### src/rtl/gba_rom_responder.sv
// GBA cartridge ROM-bus responder: captures the 24-bit bus address, auto-increments
// it per read strobe and serves words from a latency-configurable synchronous memory.
module gba_rom_responder #(
  parameter int unsigned ROM_AW      = 9,
  parameter int unsigned MEM_LATENCY = 1,
  parameter int unsigned SYNC_STAGES = 3,
  parameter bit          OPEN_BUS    = 1'b1,
  parameter logic [15:0] FILL        = 16'hFFFF
) (
  input  logic              clk,
  input  logic              rst,
  input  logic              cart_cs_n,
  input  logic              cart_rd_n,
  input  logic [7:0]        cart_ah,
  input  logic [15:0]       ad_in,
  output logic [15:0]       ad_out,
  output logic              ad_oe,
  output logic              mem_req,
  output logic [ROM_AW-1:0] mem_addr,
  input  logic [15:0]       mem_rdata,
  output logic              underrun,
  output logic [15:0]       read_count
);

  typedef enum logic [1:0] {IDLE, FETCH, READY} state_t;

  state_t                 state;
  logic [SYNC_STAGES-1:0] cs_sync, rd_sync;
  logic                   cs_fall, cs_rise, rd_fall, rd_rise;
  logic [23:0]            addr, addr_next;
  logic                   addr_upd, in_range, next_in_range;
  logic [2:0]             lat_cnt;
  logic [15:0]            pf_data, fetch_data;
  logic                   pf_valid, pending, fetch_done;
  logic                   cs_low;

  // The pad enable bypasses the synchronisers so the bus turns around immediately.
  assign ad_oe  = !rst && !cart_cs_n && !cart_rd_n;
  assign cs_low = !cs_sync[SYNC_STAGES-1];

  // NOTE: synchroniser flops reset to 1 (idle bus) so no false edge follows reset.
  always_ff @(posedge clk) begin
    if (rst) begin
      cs_sync <= '1;
      rd_sync <= '1;
      cs_fall <= 1'b0;
      cs_rise <= 1'b0;
      rd_fall <= 1'b0;
      rd_rise <= 1'b0;
    end else begin
      cs_sync <= {cs_sync[SYNC_STAGES-2:0], cart_cs_n};
      rd_sync <= {rd_sync[SYNC_STAGES-2:0], cart_rd_n};
      cs_fall <= cs_sync[SYNC_STAGES-1] && !cs_sync[SYNC_STAGES-2];
      cs_rise <= !cs_sync[SYNC_STAGES-1] && cs_sync[SYNC_STAGES-2];
      rd_fall <= rd_sync[SYNC_STAGES-1] && !rd_sync[SYNC_STAGES-2];
      rd_rise <= !rd_sync[SYNC_STAGES-1] && rd_sync[SYNC_STAGES-2];
    end
  end

  // NOTE: every always_comb output gets a default first so no latch is inferred.
  always_comb begin
    addr_upd  = 1'b0;
    addr_next = addr;
    if (cs_fall) begin
      addr_upd  = 1'b1;
      addr_next = {cart_ah, ad_in};
    end else if (rd_rise && cs_low) begin
      addr_upd  = 1'b1;
      addr_next = {addr[23:16], addr[15:0] + 16'd1};
    end
    in_range      = (addr[23:ROM_AW] == '0);
    next_in_range = (addr_next[23:ROM_AW] == '0);
    fetch_data    = in_range ? mem_rdata : (OPEN_BUS ? addr[15:0] : FILL);
    // A restart or deselect in the landing cycle discards the response.
    fetch_done    = (state == FETCH) && !addr_upd && !cs_rise &&
                    (!in_range || (lat_cnt == 3'(MEM_LATENCY)));
  end

  // NOTE: all sequential state uses non-blocking assignments to avoid update-order races.
  always_ff @(posedge clk) begin
    if (rst) begin
      state      <= IDLE;
      addr       <= '0;
      lat_cnt    <= '0;
      pf_data    <= '0;
      pf_valid   <= 1'b0;
      pending    <= 1'b0;
      ad_out     <= '0;
      mem_req    <= 1'b0;
      mem_addr   <= '0;
      underrun   <= 1'b0;
      read_count <= '0;
    end else begin
      mem_req  <= 1'b0;
      underrun <= 1'b0;

      if (rd_rise && cs_low) read_count <= read_count + 16'd1;
      if (addr_upd) addr <= addr_next;

      if (cs_rise) begin
        state    <= IDLE;
        pf_valid <= 1'b0;
        pending  <= 1'b0;
      end else if (addr_upd) begin
        state    <= FETCH;
        pf_valid <= 1'b0;
        lat_cnt  <= '0;
        mem_req  <= next_in_range;
        if (next_in_range) mem_addr <= addr_next[ROM_AW-1:0];
      end else if (state == FETCH) begin
        if (fetch_done) begin
          pf_data  <= fetch_data;
          pf_valid <= 1'b1;
          state    <= READY;
        end else begin
          lat_cnt  <= lat_cnt + 3'd1;
        end
      end

      // A read that outruns the prefetch is answered the cycle the data lands.
      if (!cs_rise) begin
        if (rd_fall && pf_valid) begin
          ad_out <= pf_data;
        end else begin
          if (rd_fall) underrun <= 1'b1;
          if (fetch_done && (pending || rd_fall)) begin
            ad_out  <= fetch_data;
            pending <= 1'b0;
          end else if (rd_fall) begin
            pending <= 1'b1;
          end
        end
      end
    end
  end

endmodule

### config.mk
export PLATFORM = sky130hd
export DESIGN_NAME = gba_rom_responder
export DESIGN_NICKNAME = d
export VERILOG_FILES = /design/src/rtl/gba_rom_responder.sv
export SDC_FILE = /design/constraint.sdc
export NUM_CORES = 1
export LEC_CHECK = 0
export CAP_MARGIN = 40
export CORE_ASPECT_RATIO = 0.6
export CORE_MARGIN = 2
export CORE_UTILIZATION = 30
export CTS_CLUSTER_SIZE = 12
export DETAILED_ROUTE_END_ITERATION = 8
export SYNTH_ARGS = -nofsm -noshare
export SYNTH_HDL_FRONTEND = slang
export SYNTH_SLANG_ARGS = --single-unit
### constraint.sdc
create_clock -name clk -period 5 [get_ports clk]
set_input_delay 1.5 -clock clk [delete_from_list [all_inputs] [get_ports clk]]
set_output_delay 1.5 -clock clk [all_outputs]
set_load 0.1 [all_outputs]
Fig. 1: run 1, placed standard cells
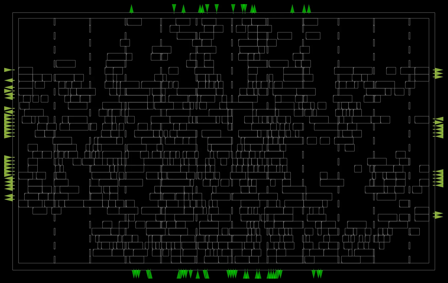
Util after Layout: 44.0%
fin cells: 838
Filler Cell Count: 1397
FP Rows: 35

Fig. 2: run 1, sequential cells grouped by signal name
The bar under the picture is 50 um long.
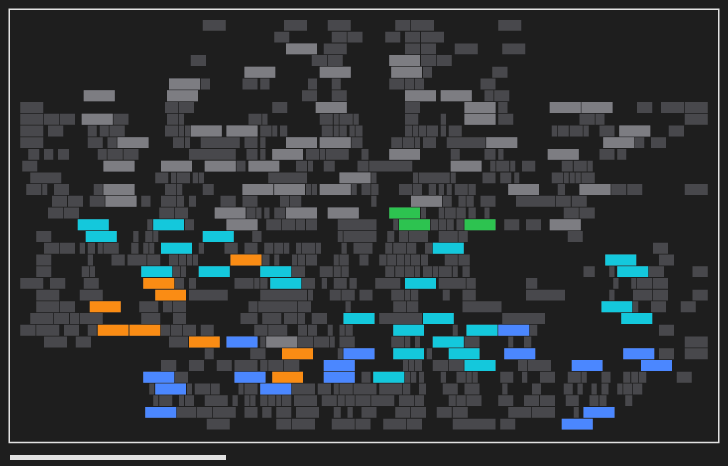
addr -> cyan  # sequential cells 24
read_count -> blue  # sequential cells 16
mem_addr -> orange  # sequential cells 9, where bottom left
lat_cnt -> green  # sequential cells 3
not colored = 47

Fig. 3: run 1, drive-strength map
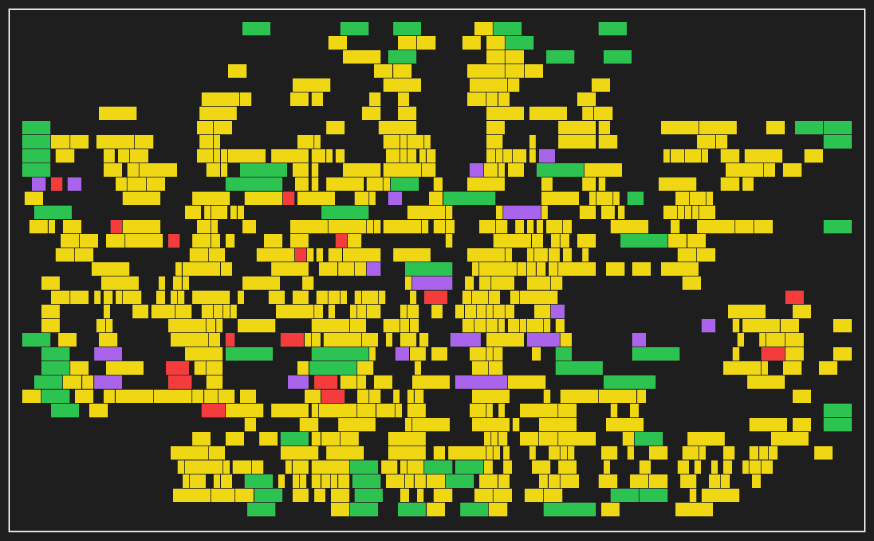
drive 1 or less -> yellow  # cells 542, most used dfxtp_1
drive 2 -> red  # cells 16
drive 6 and up -> green  # cells 59, most used buf_8
drive 3 to 4 -> purple  # cells 18, most used buf_4

Fig. 4: run 1, routed clock nets over the placement
The bar under the picture is 50 um long.
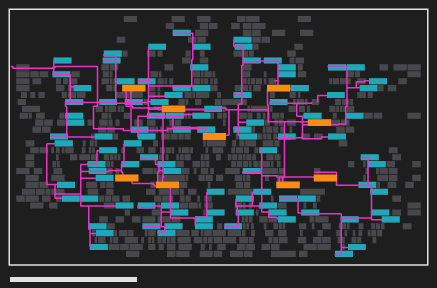
clock wires -> magenta  # length 1280 um
flip-flops -> cyan  # count 99
cells driving clock nets -> orange  # count 9
routed clock nets = 10

==> Slide: Implementation Results, run 1 <==
Synthesis and Place & Route Summary

Synth
  • Async SR Flop Fraction: 0%
  • Commonest cells post-synth: 99 x dfxtp_1, 87 x nor2_1, 34 x mux2i_1
  • Flip-flops with a built-in enable: 0
  • Cell Type Count: 54
  • Synth top area cells: dfxtp_1 43%, mux2i_1 7.4%, nor2_1 7.1%
  • Area reported by Yosys stat: 4620 um2
  • Yosys Warn Count: 0
  • Synth flops: 99
  • Dominant register cell: dfxtp_1
  • Post-synthesis cell area: 4620 um2
  • Yosys top cell by instances: dfxtp_1
  • Synth Net Count: 564
  • Yosys stat cell total: 516

Detailed routing
  • Final WL: 12.2 mm
  • Met2 WL post-DR: 4.97 mm
  • Residual DRC: 0
  • Met3 Wirelength: 606 um
  • DR top layer: met4
  • First drt pass iteration count: 4
  • Via count: 4016
  • Number of DRC markers in iteration 0: 223
  • Wire per inst: 14.5 um
  • Metal-1 WL: 6.45 mm

STA
  • Final tally of hold violations: 0
  • Worst-margin pin slew: 0.658 ns
  • Clock skew: 0.0109 ns
  • Max Fclk: 246 MHz
  • Tcrit/Tclk final: 81.3%
  • RSZ-0062 raised after global routing: false
  • Rel. slew slack: 56.0%
  • Max-slew violation count: 0
  • Final setup viols: 0

Job
  • Max-cap viol count: 0

Global routing
  • Total GRT Usage: 15.3%
  • First-pass GRT wire length: 19.7 mm
  • Largest net degree at the start of global routing: 68
  • Initial antenna violation count: 0
  • Vias in the first global route: 3891

CTS
  • CTS buffer count: 9
  • Clock Root Buffer: clkbuf_16
  • H-tree Lvls: 3
  • Clock Latency Late Sink: 0.35 ns
  • CTS Hold Bufs: 0
  • Post-CTS sizing: 0
  • Clock Path Buffers: 2
  • Setup Fix Bufs, Post-CTS: 0
  • Clk slew on worst S/H paths: 0.07 ns

Placed design
  • Dpl hpwl: 9.18 mm
  • RePlAce Congestion: 0.793
  • Port Buffers: 87

Power and ir drop
  • P_leak: 2.56 nW
  • VDD IR-drop max: 0.000193 V

Worst hold path
  • Hold EP: rd_rise
  • Hold Path Class: reg -> reg
  • Hold Startpoint: rd_sync[2]

Worst setup path
  • Critical Path, Cell by Cell: clkdlybuf4s50_1 -> or2_2 -> nor2_1 -> buf_12
  • Reg-to-reg critical path startpoint: addr[2]
  • Slowest cell delay on critical path: 0.39 ns
  • CP arrival: 2.56 ns
  • Buf/Inv on CP: 2
  • Crit path max fanout: 2
  • R2r setup slk: 2.03 ns
  • R2R cell count: 6
  • Worst setup EP type: primary output
  • Worst EP required: 3.50 ns
  • Setup CP Type: in -> out
  • Worst path top cell family by delay: buffers and inverters

Final layout
  • Ratio of cells with drive above 1 in the final layout: 14.6%
  • # diodes: 0
  • Fin nets: 678
  • Area Growth Syn to Fin: 44.7%

Status
  • Status: complete, no violations

Floorplan
  • Die X: 164 um
  • IO Count: 88
  • Die Size: 16400 um2
  • Overall die height: 100 um
run 1: layout by cell type (no fill, tap or decap), drive strengths merged, types with 17 or more instances in the layout:
master | Yosys | final
clkdlybuf4s50 | 0 | 85
a211o | 17 | 17
buf | 11 | 54
a211oi | 18 | 18
mux2i | 34 | 34
nand2 | 22 | 22
nand2b | 18 | 18
a21oi | 33 | 33
dfxtp | 99 | 99
nor2 | 87 | 87
run 1: where the power goes:
group	switching (mW)	leakage, nW	internal (mW)	total (mW)
clock network	0.314	0.156	0.442	0.756
logic	0.0845	1.60	0.0790	0.164
registers	0.0134	0.800	0.801	0.814
run 1: routing by layer:
layer	track usage [%]	up-vias
li1	-	2059
met1	22.9	1840
met2	21.5	105
met3	3.88	12
met4	4.12	0
met5	0	-
run 1: sequential cells by signal, indices dropped and copies added, names as in the netlist:
register,count
addr,24
ad_out,16
pf_data,16
read_count,16
mem_addr,9
cs_sync,3
lat_cnt,3
rd_sync,3
cs_fall,1
cs_rise,1
mem_req,1
pending,1
pf_valid,1
rd_fall,1
rd_rise,1
state,1
underrun,1
run 1: layout make-up:
| type | instances | area, um2 | share of cell area [%] |
|---|---|---|---|
| Multi-Input combinational cell | 371 | 2440 | 36.6 |
| Sequential cell | 99 | 1980 | 29.6 |
| Timing Repair Buffer | 139 | 1640 | 24.6 |
| Tap cell | 203 | 254 | 3.80 |
| Clock buffer | 9 | 225 | 3.37 |
| Clock inverter | 7 | 98.8 | 1.48 |
| Inverter | 10 | 37.5 | 0.561 |
run 1: cell families after synthesis:
logic type / after synthesis / share of synthesized area [%]
adders and majority gates: 4 / 1.08
xor gates and xnor gates: 22 / 4.17
and+or+nand+nor: 210 / 23.5
buffers and inverters: 46 / 4.22
AOI/OAI and AO/OA: 99 / 16.1
DFF: 99 / 42.9
muxes: 36 / 8.02
run 1: how the worst max path moves through the flow:
stage,startpoint,endpoint,slack [ns],cells past startpoint
after CTS,cart_rd_n,ad_oe,0.92,4
after floorplan,rst,ad_oe,0.07,4
after global routing,cart_rd_n,ad_oe,0.88,4
after global placement,cart_ah[2],mem_addr[1],0.86,7
after detailed placement,cart_ah[2],mem_addr[1],0.80,7
final,cart_rd_n,ad_oe,0.94,4
run 1: per-stage QoR:
stage / cell area, um2 / setup slack (ns) / hold slack (ns)
after global routing: 6690 / 0.878 / 0.442
after CTS: 6690 / 0.924 / 0.419
final: 6690 / 0.937 / 0.420
after detailed placement: 6360 / 0.804 / 0.410
after global placement: 5650 / 0.856 / 0.413
after floorplan: 4620 / 0.0741 / 0.389
==> inputs of run 2 (changes only) <==
- clock period: 5 -> 4.2 ns (I/O delays scaled with it)
Fig. 5: run 2, placed standard cells
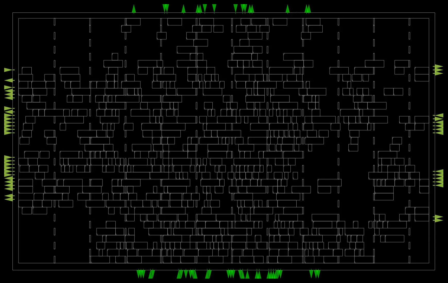
Util after Layout: 43.6%
Filler Cell Count: 1455
Tapcells: 203

Fig. 6: run 2, routed clock nets over the placement
The bar under the picture is 50 um long.
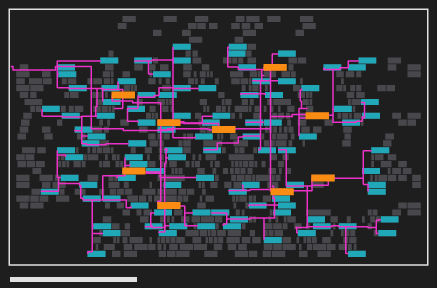
cells driving clock nets -> orange  # count 9
flip-flops -> cyan  # count 99
clock wires -> magenta  # length 1290 um
flops lie = widely spread
routed clock nets = 10

Fig. 7: run 2, drive-strength map
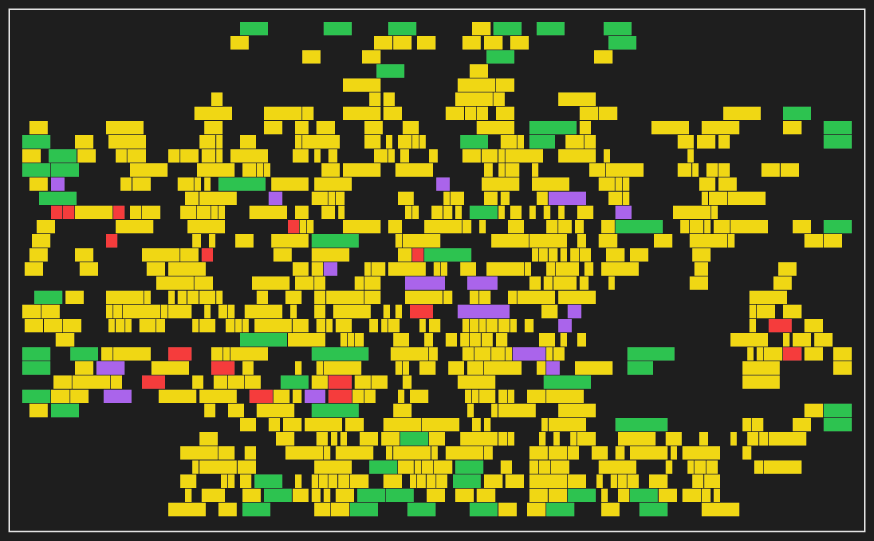
drive 6 and up -> green  # cells 58, most used buf_8
drive 1 or less -> yellow  # cells 543, most used dfxtp_1
drive 2 -> red  # cells 16
drive 3 to 4 -> purple  # cells 16, most used buf_4

==> run 2 against run 1 <==
- combinational power up 21%
- via count up 2.7%
- sequential share of layout area up 0.25 points
- highest routed layer unchanged
- power increased by 17%
- largest cell class unchanged
- worst setup slack worse by 0.35 ns
- hold slack gained 0.014 ns
- sequential power up 19%
- die area unchanged
- flip-flop count unchanged
- final cell count decreased by 0.24%
- design area fell by 0.82%
==> Slide: Implementation Results, run 2 <==
Synthesis and Place & Route Summary

Floorplan
  • FP Rows: 35
  • Die Size: 16400 um2
  • Overall die height: 100 um

Synth
  • Synth flops: 99
  • Yosys stat cell total: 516
  • Post-synthesis cell area: 4620 um2
  • Area reported by Yosys stat: 4620 um2
  • Cell Type Count: 54
  • Async SR Flop Fraction: 0%
  • Commonest cells post-synth: 99 x dfxtp_1, 87 x nor2_1, 34 x mux2i_1
  • Synth Net Count: 564

Worst setup path
  • Worst EP required: 4.44 ns
  • Slowest cell delay on critical path: 0.64 ns
  • Worst setup EP type: flop
  • CP arrival: 3.85 ns
  • Critical Path, Cell by Cell: clkdlybuf4s50_1 -> or4b_1 -> nor3_2 -> a31oi_1 -> a211o_4 -> or4_4 -> mux2_4

Detailed routing
  • Via count: 4124
  • Final WL: 12.6 mm
  • Residual DRC: 0

Power and ir drop
  • VDD IR-drop max: 0.000172 V
  • P_leak: 2.53 nW

Placed design
  • Area after DPL: 6310 um2
  • Port Buffers: 87

STA
  • Tcrit/Tclk final: 86.0%
  • Worst-margin pin slew: 0.944 ns
  • RSZ-0062 raised after global routing: false
  • Max-slew violation count: 0

Job
  • Max-cap viol count: 0

CTS
  • Setup Fix Bufs, Post-CTS: 0
  • CTS buffer count: 9
  • H-tree Lvls: 3
  • Clock Latency Late Sink: 0.35 ns
  • Post-CTS sizing: 0
  • CTS Hold Bufs: 0

Global routing
  • Total GRT Usage: 16.0%
  • Initial antenna violation count: 0

Final layout
  • Area Growth Syn to Fin: 43.5%
  • Fin cells: 836
  • # diodes: 0
  • Most flop-heavy register: addr
  • Sequential cell area: 1980 um2
  • Post-route cell area: 6630 um2
  • Number of flip-flops in the largest register: 24
  • Most common logic cells in the final layout: 99 x dfxtp_1, 86 x nor2_1, 85 x clkdlybuf4s50_1, 44 x buf_8, 34 x mux2i_1

Status
  • Status: complete, no violations

Worst hold path
  • Hold Path Class: reg -> reg
-- run 2: cell counts after synthesis --
No cell type changed its count.
-- run 2: path summary, 6_finish.rpt --
| kind | start | to | slack, ns | depth (start not counted) |
|---|---|---|---|---|
| min | rd_sync[2] | rd_rise | 0.43 | 1 |
| max | cart_ah[2] | mem_addr[0] | 0.59 | 7 |
| max reg2reg | addr[2] | mem_addr[0] | 1.10 | 6 |
| min reg2reg | rd_sync[2] | rd_rise | 0.43 | 1 |
-- run 2: logic make-up (layout without fill, tap and decap cells) --
kind of cell               count (synthesis)  after routing  share of synthesized area, %
AOI/OAI and AO/OA                         99             99                          16.1
xor gates and xnor gates                  22             22                          4.17
adders and majority gates                  4              4                          1.08
buffers and inverters                     46            163                          4.22
DFF                                       99             99                          42.9
muxes                                     36             36                          8.02
and+or+nand+nor                          210            210                          23.5
-- run 2: report_power, final --
group / switching (mW) / internal [mW] / leakage, nW
logic: 0.104 / 0.0931 / 1.58
registers: 0.0154 / 0.953 / 0.800
clock network: 0.357 / 0.496 / 0.146
-- run 2: final cells by class --
type | count | share of cell area [%]
Multi-Input combinational cell | 371 | 36.9
Sequential cell | 99 | 29.9
Timing Repair Buffer | 137 | 24.2
Clock buffer | 13 | 3.93
Tap cell | 203 | 3.83
Clock inverter | 3 | 0.698
Inverter | 10 | 0.566
-- run 2: through the flow --
| stage | util [%] | total power, mW | setup slack [ns] |
|---|---|---|---|
| global route | 43.6 | 2.11 | 0.499 |
| detailed placement | 41.5 | 1.19 | 0.268 |
| finish | 43.6 | 2.02 | 0.589 |
| floorplan | - | 1.11 | 0.214 |
| CTS | 43.5 | 2.04 | 0.620 |
| global placement | 37.1 | 1.18 | 0.294 |
-- run 2: per-layer routing --
layer | global-route usage (%) | share of wire (%) | up-vias
li1 | - | - | 2055
met1 | 23.4 | 52 | 1946
met2 | 23.5 | 42 | 111
met3 | 3.88 | 4.8 | 12
met4 | 4.05 | 1.1 | 0
met5 | 0 | 0 | -
==> inputs of run 3 (changes only) <==
- TNS_END_PERCENT: default -> 50
Fig. 8: run 3, wire density map
The die is cut into 33 by 20 equal tiles; dark blue is low, red is high, scaled to the fullest tile. Values are wire area over tile area, all layers added.
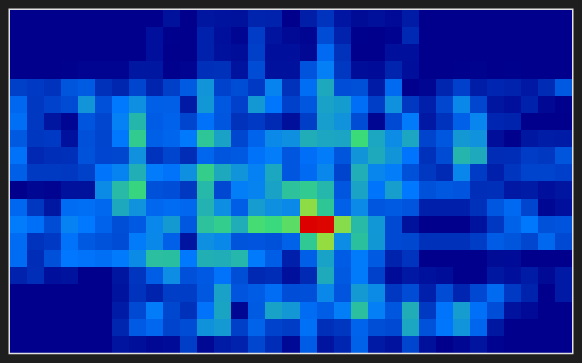
fullest tile = 0.83
tiles over half the peak = 1.1%
densest ninth of the die = middle
emptiest ninth of the die = top right
nearly empty tiles = 24%
mean over tiles = 0.12

Fig. 9: run 3, sequential cells grouped by signal name
The bar under the picture is 50 um long.
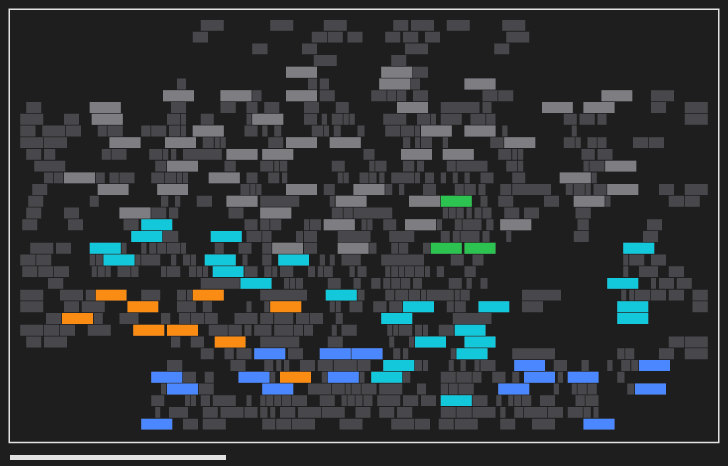
mem_addr -> orange  # sequential cells 9
lat_cnt -> green  # sequential cells 3
read_count -> blue  # sequential cells 16
addr -> cyan  # sequential cells 24
not colored = 47

Fig. 10: run 3, drive-strength map
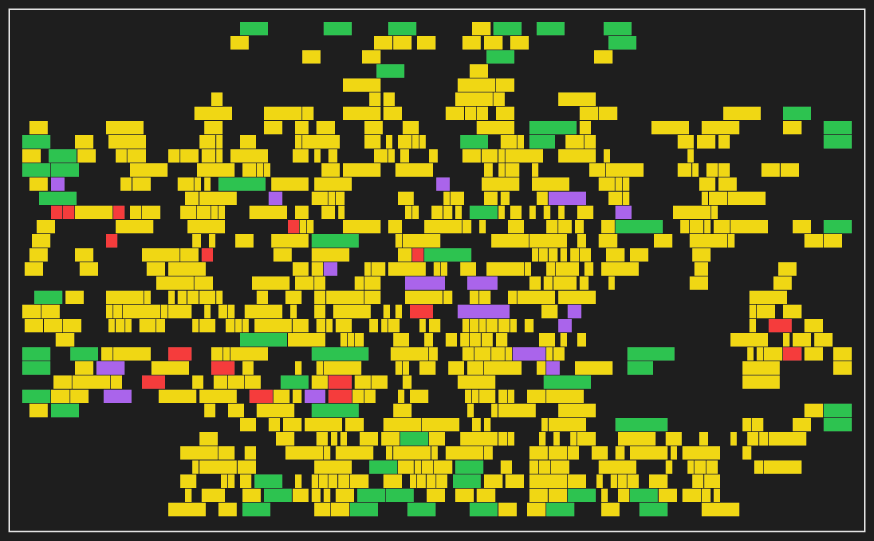
drive 2 -> red  # cells 16
drive 6 and up -> green  # cells 58, most used buf_8
drive 1 or less -> yellow  # cells 543, most used dfxtp_1
drive 3 to 4 -> purple  # cells 16, most used buf_4

==> run 3 against run 2 <==
- worst setup slack unchanged
- final cell count unchanged
- combinational power about the same
- largest power group unchanged
- design area unchanged
- flip-flop count unchanged
- power unchanged
- wire length unchanged
==> Slide: Implementation Results, run 3 <==
Synthesis and Place & Route Summary

Final layout
  • Util after Layout: 43.6%
  • Ratio of cells with drive above 1 in the final layout: 14.2%
  • Number of flip-flops in the largest register: 24
  • Area Growth Syn to Fin: 43.5%
  • Fin nets: 676
  • Post-route cell area: 6630 um2

Global routing
  • Vias in the first global route: 4007
  • First-pass GRT wire length: 20.5 mm

Synth
  • Yosys top cell by instances: dfxtp_1
  • Flip-flops with a built-in enable: 0
  • Yosys Warn Count: 0

Status
  • Status: complete, no violations

CTS
  • H-tree Lvls: 3
  • Clock Path Buffers: 2
  • Clock Root Buffer: clkbuf_16

Worst setup path
  • Critical Path, Cell by Cell: clkdlybuf4s50_1 -> or4b_1 -> nor3_2 -> a31oi_1 -> a211o_4 -> or4_4 -> mux2_4
  • Crit Reg-Reg Endpoint: mem_addr[0]
  • Setup CP Type: in -> reg
  • R2R cell count: 6
  • Reg-to-reg critical path startpoint: addr[2]

Placed design
  • RePlAce Congestion: 0.787
  • Area after DPL: 6310 um2
  • Pre-CTS worst setup slack: 0.268 ns

STA
  • PnR worst setup slack: 0.589 ns
  • Final tally of hold violations: 0
  • Worst-margin pin slew: 0.944 ns
  • Final setup viols: 0
  • Clock skew: 0.00753 ns
  • Max-slew violation count: 0

Floorplan
  • IO Count: 88
  • Die X: 164 um
  • Die Size: 16400 um2
  • FP Rows: 35

Power and ir drop
  • Total power draw: 2.02 mW

Detailed routing
  • Number of DRC markers in iteration 0: 259
run 3: final cells by class:
cell class	instances	area, um2
Multi-Input combinational cell	371	2450
Tap cell	203	254
Timing Repair Buffer	137	1600
Clock inverter	3	46.3
Fill cell	1455	8570
Inverter	10	37.5
Sequential cell	99	1980
Clock buffer	13	260
run 3: routing by layer:
layer	global-route usage (%)	up-vias	wire length [um]	part of all wire, %
met1	23.4	1946	6520	52
met2	23.5	111	5370	42
li1	-	2055	-	-
met3	3.88	12	604	4.8
met4	4.05	0	145	1.1
met5	0	-	0	0
run 3: critical path, delay by kind of cell:
family          cells  cell delay, ns
simple gates        3            1.38
compound gates      2            0.43
buf+inv             1            0.43
mux                 1            0.33
run 3: worst max path at each step:
stage	end	cells after the start	slack (ns)	start
after floorplan	ad_oe	4	0.21	rst
after detailed placement	mem_addr[1]	7	0.27	cart_ah[2]
final	mem_addr[0]	7	0.59	cart_ah[2]
after CTS	mem_addr[0]	7	0.62	cart_ah[2]
after global routing	mem_addr[0]	7	0.50	cart_ah[2]
after global placement	mem_addr[1]	7	0.29	cart_ah[2]
run 3: power breakdown:
part / internal [mW] / switching (mW) / leakage, nW
Clock: 0.496 / 0.357 / 0.146
Combinational: 0.0931 / 0.104 / 1.58
Sequential: 0.953 / 0.0154 / 0.800
Total: 1.54 / 0.477 / 2.53
run 3: cell families (layout without fill, tap and decap cells):
group	after synthesis	in the layout	share of synthesized area, %
flip-flops	99	99	42.9
AND-OR/OR-AND	99	99	16.1
AND/OR/NAND/NOR	210	210	23.5
buffers and inverters	46	163	4.22
adder cells (fa/ha/maj)	4	4	1.08
XOR/XNOR	22	22	4.17
multiplexers	36	36	8.02
run 3: metrics by stage:
stage	std cells	hold WS (ns)
5_1_grt	836	0.441
3_5_place_dp	819	0.413
4_1_cts	835	0.431
6_report	836	0.434
3_3_place_gp	775	0.403
2_1_floorplan	516	0.389
No activity file was given, so power comes from the tool's default toggle rates.
